==> config.mk <==
export PLATFORM = sky130hd
export DESIGN_NAME = vga_timing_gen
export DESIGN_NICKNAME = d
export VERILOG_FILES = /design/src/rtl/vga_pkg.sv /design/src/rtl/vga_delay_line.sv /design/src/rtl/vga_timing_gen.sv
export SDC_FILE = /design/constraint.sdc
export NUM_CORES = 1
export LEC_CHECK = 0
export CELL_PAD_IN_SITES_DETAIL_PLACEMENT = 1
export CELL_PAD_IN_SITES_GLOBAL_PLACEMENT = 2
export CORE_UTILIZATION = 31
export CTS_CLUSTER_DIAMETER = 120
export DETAILED_ROUTE_END_ITERATION = 7
export PLACE_DENSITY = 0.82
export SKIP_CTS_REPAIR_TIMING = 1
export SKIP_LAST_GASP = 1
export SLEW_MARGIN = 10
export SYNTH_ARGS = -nofsm -noshare
export SYNTH_HDL_FRONTEND = slang
export SYNTH_SLANG_ARGS = --single-unit
==> constraint.sdc <==
create_clock -name clk25 -period 2 [get_ports clk25]
set_input_delay 0.4 -clock clk25 [delete_from_list [all_inputs] [get_ports clk25]]
set_output_delay 0.4 -clock clk25 [all_outputs]
set_load 0.05 [all_outputs]
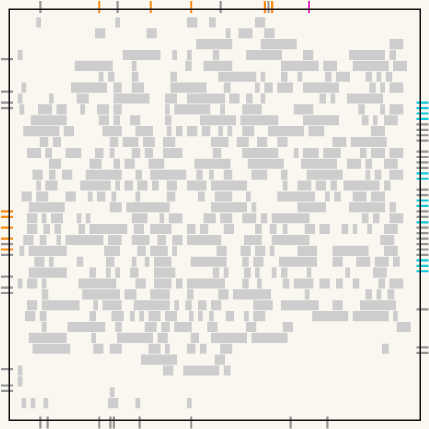
(ports around the boundary)
Drawn at 4 px/µm. Pins as bars across the die edge, other pins in gray.
legend:
  orange:
    port: pix_y
    pins: 10
    direction: output
    edge: 5 top, 5 left
  magenta:
    port: vsync
    pins: 1
    direction: output
    edge: top
  cyan:
    port: rgb
    pins: 12
    direction: output
    edge: right
Die X: 102 µm
Die H: 102 µm

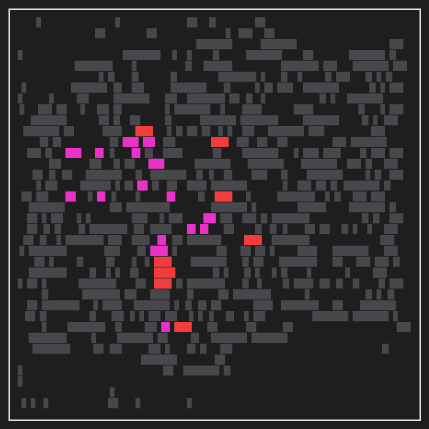
(selected gate families)
Drawn at 4 px/µm.
legend:
  red:
    family: fa/ha/maj cells
    cells: 8
    most_used: ha_1
  magenta:
    family: and/or cells
    cells: 16
    most_used: and3_1
Comb area share: 32.2%
Top cell excl fill/tap: buf_4
Non-Filler Instances: 522

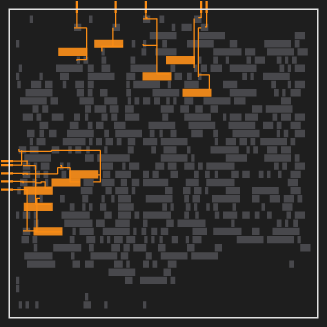
(wires at chosen ports, followed through buffers)
Drawn at 3 px/µm.
legend:
  orange:
    port: pix_y
    bits: 10
    direction: output
    end_cells: 10
    buffers: 10
    wire: 304 µm
Boundary Pins: 69
I/O Buffers: 52

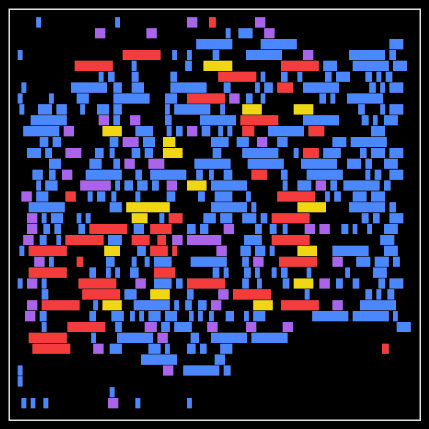
(sizing map)
Drawn at 4 px/µm.
legend:
  yellow:
    size: x6 and larger
    cells: 16
    share: 4.1%
  purple:
    size: x3 and x4
    cells: 49
    share: 13%
  blue:
    size: x1 and smaller
    cells: 285
    share: 73%
  red:
    size: x2
    cells: 39
    share: 10%
post-route cell area: 0.00404 mm²
final setup margin: 0.0282 ns
Non-CTS buffers: 77

==> Slide: Implementation Results <==
Physical Implementation Snapshot

Global routing
  • First-pass GRT wire length: 12.8 mm
  • GRT Overall Usage: 16.4%
  • Remaining global-route overflow: 0
  • Pin count of the biggest net entering global routing: 35
  • Initial antenna violation count: 0
  • Vias in the first global route: 2507

Critical path
  • Crit-path max FO: 6
  • CP startpoint kind: flop
  • CP arrival: ~2.3 ns
  • Crit. End Element: flop
  • Worst reg2reg path depth: 7
  • Crit path DRT: ~2.3 ns
  • Reg2reg setup slack: approximately 0.028 ns
  • Critical path type: flop to flop

CTS
  • Htree depth: 3
  • Root buffer cell: clkbuf_8
  • # clock sinks: 63
  • Total CTS buffers: 9
  • Worst-Skew Late Latency: 0.35 ns
  • CTS max path bufs: 2
  • CTS tree: yes
  • Clk pin slew, worst setup/hold paths: around 0.080 ns

Finish
  • P&R area growth vs syn: 29.4%
  • Share of cells above drive strength 1: 26.7%
  • FILL cells: roughly 1100
  • Most common logic cells in the final layout: buf_4, dfrtp_1, nor2_1, clkdlybuf4s50_1, inv_1
  • Max reg flops: 12
  • ANT cells: 0
  • Layout Nets: 407
  • Final Util: 41.3%

Final timing
  • Slew @ Worst Pin: ~0.57 ns
  • Fin crit share: 98.6%
  • Final setup TNS: 0 ns
  • Period minus WS final: 1.97 ns
  • Max Clk Rate: approximately 0.51 GHz
  • Skew final: 0.0117 ns
  • Setup-failing EPs final: 0
  • Slew margin rel.: 61.9%
  • Final Hold Viols: 0
  • Slew Viols, Final: 0

Synth
  • Post-synth top flop: dfrtp_1
  • Distinct lib cells: 49
  • Chip Area, Yosys: ~0.0031 mm²
  • Mean Syn Cell Area: 9.85 µm²
  • Asr flop ratio synth: 100%
  • Synth Register Bits: approximately 63
  • Mapped Cells: 317
  • Flip-flops with a built-in enable: 0
  • Cells in synth_stat.txt: 317
  • Yosys warnings: 0
  • Post-Synthesis Cell Area: around 0.0031 mm²
  • Post-synth seq share: 51.4%

Placement
  • Gpl congestion: 0.719
  • Final HPWL DP: 5.57 mm

Detailed routing
  • Remaining antenna violation count after routing: 0
  • # DRC: 0
  • Routed WL per cell: between 15 and 20 µm
  • Routed vias/inst: 4.78
  • WL final: roughly 8 mm
  • Initial DRC Count: 71
  • Routed via count: 2496
  • Drt pass-1 iters: 4

Power
  • P_int: 0.00225 W
  • Total power: 0.00329 W
  • Switch share: roughly a third
  • Combinational Power Share: between 20% and 30%
  • Clock network fraction of total power: 35.0%
  • Worst VDD drop: 0.000301 V
  • Net Sw Power: 0.00104 W
  • Pleak: 1.78 nW
  • Power density over the cells: 814 mW/mm²
  • Flop pwr share: 44.8%

Flow run
  • Maxcap violations: 0
  • OpenROAD warnings: 31

Worst hold path
  • Min-delay worst type: primary input to async pin

Die
  • Number of placement rows: 36
  • Initial core utilization: 32.0%
  • Die area: 0.0105 mm²
  • Core footprint: 0.00977 mm²

Outcome
  • Status: complete, no violations
==> cell usage after synthesis (5+ instances only) <==
cell | n | share of area, %
dfrtp_1 | 41 | 33
nor2_1 | 28 | 3.4
inv_1 | 25 | 3.0
o21ai_0 | 23 | 3.7
dfstp_2 | 22 | 19
a21oi_1 | 21 | 3.4
nand3_1 | 20 | 3.2
buf_4 | 16 | 3.8
nand2_1 | 15 | 1.8
xnor2_1 | 11 | 3.1
ha_1 | 8 | 3.2
buf_2 | 7 | 1.1
clkbuf_1 | 6 | 0.72
nand4_1 | 6 | 1.2
xor2_1 | 6 | 1.7
a31oi_1 | 5 | 1.0
==> metrics by stage <==
| step | instance area, µm² | worst slack (ns) | cells | hold slack [ns] |
|---|---|---|---|---|
| after global routing | 4040 | -0.0686 | 522 | 0.0742 |
| after global placement | 3760 | 0.0888 | 502 | 0.411 |
| after floorplan | 3180 | 0.205 | 332 | 0.104 |
| after CTS | 3960 | -0.0259 | 518 | 0.0472 |
| final | 4040 | 0.0282 | 522 | 0.0338 |
| after detailed placement | 3760 | -0.0145 | 502 | 0.426 |
==> cell families after synthesis <==
| family | count (synthesis) | share of synthesized area, % |
|---|---|---|
| other | 1 | 0.120 |
| AOI/OAI and AO/OA | 64 | 12.0 |
| muxes | 6 | 2.08 |
| adders and majority gates | 8 | 3.21 |
| buffers and inverters | 61 | 10.3 |
| and+or+nand+nor | 97 | 16.2 |
| xor gates and xnor gates | 17 | 4.77 |
| DFF | 63 | 51.4 |
==> per-layer routing <==
layer | GRT usage, % | up-vias | part of all wire [%]
li1 | - | 1185 | -
met1 | 20.6 | 1240 | 45
met2 | 27.3 | 65 | 49
met3 | 5.06 | 6 | 4.7
met4 | 4.29 | 0 | 0.96
met5 | 0 | - | 0
==> final cells by class <==
cell class	count	area, µm²	share of cell area (%)
flip-flops and latches	63	1610	39.7
well taps	133	166	4.12
inverters	25	93.8	2.32
clock buffers	12	145	3.59
repair buffers	77	676	16.7
clock inverters	4	55.1	1.36
multi-input cells	208	1300	32.2
==> worst max-delay path: stages, from the launching register on <==
cell and delay [ns]:
dfrtp_2 0.45, inv_2 0.10, ha_2 0.19, nor3b_2 0.15, o211ai_1 0.19, nor4_4 0.52, buf_2 0.24, a21oi_1 0.08
==> power by group through the flow <==
stage,Combinational (W),Clock [W],Sequential (W)
finish,0.000668,0.00115,0.00147
floorplan,0.000417,0,0.00146
global route,0.000743,0.00125,0.00149
global placement,0.000600,0,0.00148
CTS,0.000616,0.00119,0.00146
detailed placement,0.000607,0,0.00148
Power is estimated from default activity; no workload was simulated.
